### Met2 routing

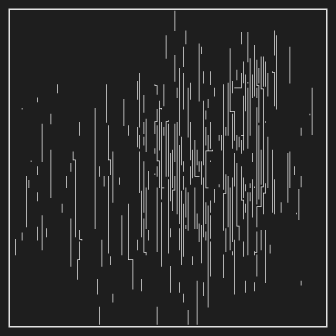
### Placement density heat map

The bar under the picture is 20 microns long. 7 x 7 tiles, from black (low) to pale yellow (high), 0 to 100% covered.
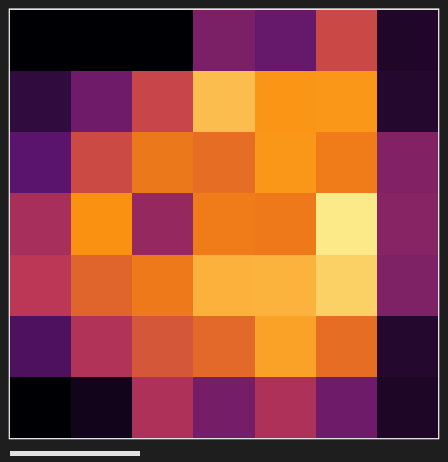
### Metal 1

The bar under the picture is 20 microns long.
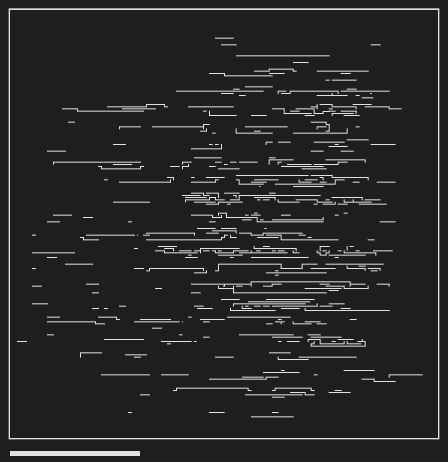
### Wire density map

The bar under the picture is 20 microns long. 13 x 13 tiles, from black (low) to pale yellow (high), scaled to the fullest tile. Values are wire area over tile area, all layers added.
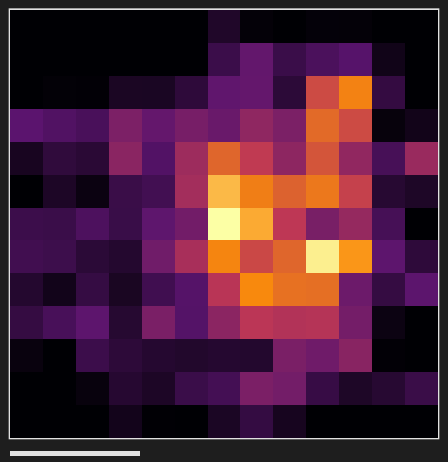
$ cat src/rtl/encoder148_latched_pkg.sv
`default_nettype none
// ============================================================================
// Module   : encoder148_latched_pkg
// Purpose  : Shared constants, types and helpers for the latched 8-to-3
//            priority encoder (request count, code width, FSM encoding).
// Revision : 1.0 - initial release
// ============================================================================
package encoder148_latched_pkg;

    localparam int N_REQ  = 8;
    localparam int CODE_W = 3;

    typedef logic [N_REQ-1:0]  req_t;
    typedef logic [CODE_W-1:0] code_t;

    // FSM encoding kept as plain constants so legacy code can compare directly
    localparam logic [1:0] ST_IDLE = 2'd0;
    localparam logic [1:0] ST_HOLD = 2'd1;
    localparam logic [1:0] ST_GAP  = 2'd2;

    // One-hot mask selecting the request bit addressed by a code
    function automatic req_t onehot(input code_t c);
        return req_t'(1) << c;
    endfunction

endpackage
`default_nettype wire

$ cat src/rtl/encoder148_latched_if.sv
`default_nettype none
// ============================================================================
// Module   : encoder148_latched_if
// Purpose  : Request/acknowledge bundle between a requester/consumer (master)
//            and the latched priority encoder (slave).
// Signals  : EI, I_n, ACK, CLR_OVR  master -> encoder
//            CODE, VALID, GS, EO, OVR encoder -> master
// Revision : 1.0 - initial release
// ============================================================================
interface encoder148_latched_if;
    import encoder148_latched_pkg::*;

    logic  EI;
    req_t  I_n;
    logic  ACK;
    logic  CLR_OVR;
    code_t CODE;
    logic  VALID;
    logic  GS;
    logic  EO;
    logic  OVR;

    modport master (
        output EI, I_n, ACK, CLR_OVR,
        input  CODE, VALID, GS, EO, OVR
    );

    modport slave (
        input  EI, I_n, ACK, CLR_OVR,
        output CODE, VALID, GS, EO, OVR
    );

endinterface
`default_nettype wire

$ cat src/rtl/encoder148_latched_prio_enc8.sv
`default_nettype none
// ============================================================================
// Module   : prio_enc8
// Purpose  : Combinational highest-set-bit encoder for 8 active-high inputs.
// Ports    : i_req [7:0] request vector
//            o_idx [2:0] index of the highest set bit (0 when none set)
//            o_any       at least one bit set
// Revision : 1.0 - initial release
// ============================================================================
module prio_enc8
    import encoder148_latched_pkg::*;
(
    input  wire req_t  i_req,
    output code_t      o_idx,
    output logic       o_any
);

    // Ascending scan: the last hit is the highest-numbered request
    always_comb begin
        o_idx = '0;
        for (int i = 0; i < N_REQ; i++) begin
            if (i_req[i]) begin
                o_idx = code_t'(i);
            end
        end
        o_any = |i_req;
    end

endmodule
`default_nettype wire

$ cat src/rtl/encoder148_latched.sv
`default_nettype none
// ============================================================================
// Module   : encoder148_latched
// Purpose  : Registered 8-to-3 priority encoder with request/ack handshake and
//            74LS148-style cascade outputs. Active-low requests are
//            synchronised, falling-edge detected and latched as pending; the
//            highest pending index is held on CODE/VALID until acknowledged.
// Ports    : clk    system clock, rising edge
//            rst_n  asynchronous active-low reset
//            bus    encoder148_latched_if.slave (EI, I_n, ACK, CLR_OVR in;
//                   CODE, VALID, GS, EO, OVR out)
// Params   : SYNC_STAGES synchroniser depth on I_n and EI, legal 2..4
// Revision : 1.0 - initial release
// ============================================================================
module encoder148_latched
    import encoder148_latched_pkg::*;
#(
    parameter int SYNC_STAGES = 2
) (
    input  wire                   clk,
    input  wire                   rst_n,
    encoder148_latched_if.slave   bus
);

    req_t       w_i_sync;
    logic       w_ei_sync;
    req_t       r_prev_i;
    req_t       r_pending;
    req_t       w_ev;
    req_t       w_clr;
    logic       w_ovr_set;
    code_t      w_idx;
    logic       w_any;
    logic [1:0] r_state;
    code_t      r_code;
    logic       r_valid;
    logic       r_gs;
    logic       r_eo;
    logic       r_ovr;
    logic [SYNC_STAGES-1:0] r_ei_chain;

    // Per-bit synchronisers; reset high so no false request after reset
    for (genvar k = 0; k < N_REQ; k++) begin : g_sync_i
        logic [SYNC_STAGES-1:0] r_chain;
        always_ff @(posedge clk or negedge rst_n) begin
            if (!rst_n) begin
                r_chain <= '1;
            end else begin
                r_chain <= {r_chain[SYNC_STAGES-2:0], bus.I_n[k]};
            end
        end
        assign w_i_sync[k] = r_chain[SYNC_STAGES-1];
    end

    always_ff @(posedge clk or negedge rst_n) begin
        if (!rst_n) begin
            r_ei_chain <= '1;
        end else begin
            r_ei_chain <= {r_ei_chain[SYNC_STAGES-2:0], bus.EI};
        end
    end
    assign w_ei_sync = r_ei_chain[SYNC_STAGES-1];

    // Falling edge of a synchronised line is one request event
    assign w_ev  = r_prev_i & ~w_i_sync;
    assign w_clr = (r_state == ST_HOLD && bus.ACK) ? onehot(r_code) : '0;
    // Overrun only when the bit is already pending and not being retired now
    assign w_ovr_set = |(w_ev & r_pending & ~w_clr);

    prio_enc8 u_prio (
        .i_req (r_pending),
        .o_idx (w_idx),
        .o_any (w_any)
    );

    always_ff @(posedge clk or negedge rst_n) begin
        if (!rst_n) begin
            r_prev_i  <= '1;
            r_pending <= '0;
            r_ovr     <= 1'b0;
            r_eo      <= 1'b1;
        end else begin
            r_prev_i  <= w_i_sync;
            // Set after clear: a coincident event keeps the bit pending
            r_pending <= (r_pending & ~w_clr) | w_ev;
            r_ovr     <= w_ovr_set | (r_ovr & ~bus.CLR_OVR);
            r_eo      <= ~(!w_ei_sync && !w_any && r_state == ST_IDLE);
        end
    end

    always_ff @(posedge clk or negedge rst_n) begin
        if (!rst_n) begin
            r_state <= ST_IDLE;
            r_code  <= '0;
            r_valid <= 1'b0;
            r_gs    <= 1'b1;
        end else begin
            case (r_state)
                ST_IDLE: begin
                    if (!w_ei_sync && w_any) begin
                        r_code  <= w_idx;
                        r_valid <= 1'b1;
                        r_gs    <= 1'b0;
                        r_state <= ST_HOLD;
                    end
                end
                ST_HOLD: begin
                    if (bus.ACK) begin
                        r_valid <= 1'b0;
                        r_gs    <= 1'b1;
                        r_state <= ST_GAP;
                    end
                end
                // Forced idle cycle so consecutive codes are distinct pulses
                ST_GAP: begin
                    r_state <= ST_IDLE;
                end
                default: begin
                    r_valid <= 1'b0;
                    r_gs    <= 1'b1;
                    r_state <= ST_IDLE;
                end
            endcase
        end
    end

    assign bus.CODE  = r_code;
    assign bus.VALID = r_valid;
    assign bus.GS    = r_gs;
    assign bus.EO    = r_eo;
    assign bus.OVR   = r_ovr;

endmodule
`default_nettype wire

$ cat src/flat_wrapper.sv
// flat-port wrapper written by rule: the top's interface ports become plain ports
module encoder148_latched_flat import encoder148_latched_pkg::*;
#(
    parameter int SYNC_STAGES = 2
)
  (clk, rst_n, bus_EI, bus_I_n, bus_ACK, bus_CLR_OVR, bus_CODE, bus_VALID, bus_GS, bus_EO, bus_OVR);
  encoder148_latched_if bus_i ();
  input  wire clk;
  input  wire rst_n;
  input wire logic [$bits(bus_i.EI)-1:0] bus_EI;
  input wire logic [$bits(bus_i.I_n)-1:0] bus_I_n;
  input wire logic [$bits(bus_i.ACK)-1:0] bus_ACK;
  input wire logic [$bits(bus_i.CLR_OVR)-1:0] bus_CLR_OVR;
  output wire logic [$bits(bus_i.CODE)-1:0] bus_CODE;
  output wire logic [$bits(bus_i.VALID)-1:0] bus_VALID;
  output wire logic [$bits(bus_i.GS)-1:0] bus_GS;
  output wire logic [$bits(bus_i.EO)-1:0] bus_EO;
  output wire logic [$bits(bus_i.OVR)-1:0] bus_OVR;
  assign bus_i.EI = bus_EI;
  assign bus_i.I_n = bus_I_n;
  assign bus_i.ACK = bus_ACK;
  assign bus_i.CLR_OVR = bus_CLR_OVR;
  assign bus_CODE = bus_i.CODE;
  assign bus_VALID = bus_i.VALID;
  assign bus_GS = bus_i.GS;
  assign bus_EO = bus_i.EO;
  assign bus_OVR = bus_i.OVR;
  encoder148_latched #(.SYNC_STAGES(SYNC_STAGES)) u_core (.clk(clk), .rst_n(rst_n), .bus(bus_i));
endmodule
$ cat config.mk
export PLATFORM = sky130hd
export DESIGN_NAME = encoder148_latched_flat
export DESIGN_NICKNAME = d
export VERILOG_FILES = /design/src/rtl/encoder148_latched_pkg.sv /design/src/rtl/encoder148_latched_if.sv /design/src/rtl/encoder148_latched_prio_enc8.sv /design/src/rtl/encoder148_latched.sv /design/src/flat_wrapper.sv
export SDC_FILE = /design/constraint.sdc
export NUM_CORES = 1
export LEC_CHECK = 0
export CAP_MARGIN = 40
export CORE_MARGIN = 2
export CORE_UTILIZATION = 40
export DETAILED_ROUTE_END_ITERATION = 6
export PLACE_DENSITY = 0.63
export SLEW_MARGIN = 20
export SYNTH_ARGS = -nofsm -noshare
export SYNTH_HDL_FRONTEND = slang
export SYNTH_SLANG_ARGS = --single-unit
$ cat constraint.sdc
create_clock -name clk -period 1.7 [get_ports clk]
set_clock_uncertainty 0.1 [all_clocks]
set_input_delay 0.255 -clock clk [delete_from_list [all_inputs] [get_ports clk]]
set_output_delay 0.255 -clock clk [all_outputs]
set_load 0.01 [all_outputs]
==> impl_metrics.csv <==
group,metric,value,unit
cts,insertion_delay,280,ps
final_timing,clock.fmax,525.0,MHz
final_layout,antennaDiodeCount,0,
floorplan,design.die.area,4313,sq um
synthesis,synth_adder_area_share,0,
route,drc,0,
job,max_cap_viol_count,0,
synthesis,synth_area,1521,sq um
final_layout,finalNetCount,179,
worst_setup_path,regToRegSetupSlack,-200,ps
route,dr.pass1.iters,4,
synthesis,post_synth_num_cell_types,25,
route,routed-wl-met3,138,microns
worst_setup_path,critPathMaxFanout,5,
synthesis,number_of_standard_cells_after_synthesis,117,
floorplan,floorplan.core_util,0.4156,
worst_setup_path,critical_path_buf_inv_count,0,
final_timing,timing_hold_violations_final,0,
worst_setup_path,crit_path_class,"reg2reg",
worst_hold_path,worstHoldStart,"u_core.g_sync_i[4].r_chain[0]",
power_and_ir_drop,pwr_density_cell,1141,nW/um^2
worst_setup_path,cp_slowest_cell,"sky130_fd_sc_hd__or4_1",
final_timing,min_period_over_period,1.121,
final_timing,slew_headroom,0.7146,
global_route,grt_first_pass_wirelength,4422,microns
route,avgViaCountPerCell,4.749,
cts,cts.path.max_buffers,2,
cts,clk_pin_slew_worst_paths,80,ps
worst_setup_path,critical_path.startpoint,"u_core.bus.CODE[0]",
global_route,gr-max-usage-layer,"met2",
synthesis,synth-cells-yosys,117,
worst_setup_path,worstSetupPathDepth,4,
worst_hold_path,hold_path_depth,0,
synthesis,edf_count,0,
floorplan,rows,22,
worst_setup_path,critPathCaptureType,"flop",
final_timing,final.setup.worst_slack,-204.9,ps
route,met2_wirelength,1387,microns
synthesis,top_area_frac,0.4836,
worst_setup_path,critPathRequiredTime,1760,ps
synthesis,yosys-mux-area-fraction,0,
synthesis,fp_nets,130,
synthesis,xor_area_frac,0,
worst_setup_path,crit_path_max_incr_delay,510,ps
synthesis,yosys.area.top_type,"sky130_fd_sc_hd__dfstp_2",
run_status,run_status,"complete, but fails checks",
worst_setup_path,worst-endpoint-arrival,1960,ps
synthesis,synthTopCellsByArea,"sky130_fd_sc_hd__dfstp_2, sky130_fd_sc_hd__dfrtp_1, sky130_fd_sc_hd__nand2b_1",
route,drt_iter0_drc,72,
synthesis,post-synth-top-count-cell,"sky130_fd_sc_hd__dfstp_2",
final_layout,most_common_library_cell_in_the_layout_ignoring_fill_and_taps,"sky130_fd_sc_hd__dfstp_2",
synthesis,synth_warnings,0,
worst_hold_path,holdCritPathClass,"reg2reg",
final_layout,final-seq-area,1114,sq um
global_route,first_global_vias,1014,
route,detail_route_antenna_nets,0,
final_timing,setup_viol_count_final,1,
cts,cts_buffers,5,
synthesis,ys_seq_elements,43,
route,maxUsedRoutingLayer,"met4",
floorplan,chipWidth,65.68,microns
worst_setup_path,number_of_cells_traversed_by_the_worst_register_to_register_path,4,
global_route,global_route.usage.met2,0.2348,
final_layout,final_core_util,0.5670,
place,numPortBuffers,19,
job,warning_count,29,
place,final_gp_congestion,0.8677,
global_route,gr-total-overflow,0,
floorplan,io_pins,20,
synthesis,synth.yosys.seq_area_share,0.7303,
synthesis,yosys_area,1521,sq um
floorplan,fp.dieH,65.68,microns
final_layout,layout_top_cells,"sky130_fd_sc_hd__dfstp_2, sky130_fd_sc_hd__buf_4, sky130_fd_sc_hd__nand2_1, sky130_fd_sc_hd__dfrtp_1, sky130_fd_sc_hd__clkdlybuf4s50_1",
cts,cts_tree,"done",
worst_setup_path,rr_startpoint,"u_core.bus.CODE[0]",
cts,cts.htree.levels,2,
global_route,globalRouteMet3Util,0.05822,
synthesis,yosys-top-cells-count,"sky130_fd_sc_hd__dfstp_2, sky130_fd_sc_hd__dfrtp_1, sky130_fd_sc_hd__nand2_1, sky130_fd_sc_hd__nand2b_1, sky130_fd_sc_hd__nor2_1",
final_timing,period_minus_slack,1905,ps
route,detailed_route_wire_length_on_metal_1,1170,microns
worst_setup_path,timing.critical_path.max_delay_family,"simple AND/OR/NAND/NOR gates",
global_route,grt_max_degree,25,
final_timing,rsz0062_at_grt,"yes",
final_timing,worst_pin_slew,428.1,ps
worst_setup_path,worst_setup_path_endpoint,"u_core.bus.OVR",
worst_setup_path,reg2reg_to,"u_core.bus.OVR",
cts,clock-sinks,43,
final_layout,final_layout_fill_cell_count,316,
synthesis,ys_top_logic_family,"simple AND/OR/NAND/NOR gates",
run_status,failed_checks,"setup timing",
power_and_ir_drop,vdd.ir_drop.worst,614.1,uV
worst_setup_path,cp-start-kind,"flop",
synthesis,simple_gate_share,0.1686,
synthesis,ys_dominant_reg_cell,"sky130_fd_sc_hd__dfstp_2",
power_and_ir_drop,reported_leakage_power,0.8565,nW
final_layout,layout.cell_area.non_filler,2076,sq um
final_layout,mi_logic_area,414.1,sq um
global_route,antenna_found_initial,0,
synthesis,synth_area_per_cell,13.00,sq um
synthesis,ys_sh_aoi,0.08882,
cts,cts_root_buffer,"sky130_fd_sc_hd__clkbuf_8",
synthesis,async_flop_share,1.000,
worst_hold_path,timing.hold.worst_endpoint,"u_core.g_sync_i[4].r_chain[1]",
final_layout,syn2layout_area_growth,36.43,%
worst_setup_path,crit_path_cell_trace,"and4bb_2, nand3_2, a311o_1, or4_1",
place,placement.cell_area,1937,sq um
place,detailed_place_hpwl,1957,microns
final_timing,timing_max_transition_violations_final,0,
final_layout,drive_above_1_share,0.4132,
floorplan,core,3661,sq um
-- 'Met2 routing' (at the start) --
main direction = vertical
wire length on this layer = 1390 microns
nets with wire on the layer = 156
longest straight run = 25.0 microns

-- 'Placement density heat map' (at the start) --
fullest tile = 95%
tiles over 75% full = 20%
densest ninth of the die = middle

-- 'Metal 1' (at the start) --
nets with wire on the layer = 159
main direction = horizontal
wire length on this layer = 1170 microns
share of all routed wire = 43%
longest straight run = 15.2 microns
met1 usage: 0.1623
total length of routed wires: 2706 microns
detailed-route via count: 1021

-- 'Wire density map' (at the start) --
fullest tile = 0.44
densest ninth of the die = middle
mean over tiles = 0.098
nearly empty tiles = 24%
Total Routing Usage GR: 0.1411
Routed WL per cell: 12.59 microns

[cell families (layout without fill, tap and decap cells)]
| kind of cell | after synthesis | count (layout) |
|---|---|---|
| simple gates | 46 | 46 |
| flops | 43 | 43 |
| compound gates | 23 | 23 |
| buf+inv | 5 | 55 |
[state kept, by name (all words and copies together) (netlist names)]
signal and flops:
u_core.bus.CODE 3, u_core.bus.EO 1, u_core.bus.GS 1, u_core.bus.OVR 1
u_core.bus.VALID 1, u_core.g_sync_i.r_chain 16, u_core.r_ei_chain 2, u_core.r_pending 8
u_core.r_prev_i 8, u_core.r_state 2
[worst reg2reg max path, delay by kind of cell (launching register included)]
kind | cells | cell delay (ps)
flops | 1 | 420
compound gates | 1 | 290
simple gates | 3 | 970
[power by group]
part	switching [mW]	internal (mW)	total [mW]
Clock	0.311	0.287	0.597
Combinational	0.213	0.283	0.496
Sequential	0.106	1.17	1.28
Total	0.629	1.74	2.37
[through the flow]
stage                     setup TNS (ps)  worst slack, ps  total power [mW]  instances  hold slack, ps
after floorplan                   -30.19           -30.19             1.455        117          -140.6
after global placement            -364.0           -364.0             1.755        205           106.7
after detailed placement          -505.5           -505.5             1.774        205           117.4
after CTS                         -417.5           -158.0             2.385        214           257.4
after global routing              -389.7           -270.0             2.517        215           259.3
final                             -204.9           -204.9             2.369        215           257.0
[final cells by class]
cell class	instances	area share
timing repair buffer	42	0.1851
clock buffer	6	0.03496
multi-input combinational	69	0.1995
clock inverter	2	0.006028
inverter	5	0.009042
sequential	43	0.5365
tap	48	0.02893
[what timing repair did]
| action | 4_1_cts | 5_1_grt |
|---|---|---|
| buffers inserted | 0 | 1 |
| endpoints found under the hold margin | 1 | 0 |
| resized | 2 | 15 |
| pin swaps | 0 | 5 |
| hold buffers | 1 | 0 |
| setup endpoints to repair | 4 | 8 |
Power figures rest on the tool's default switching activity, not on a simulated workload.
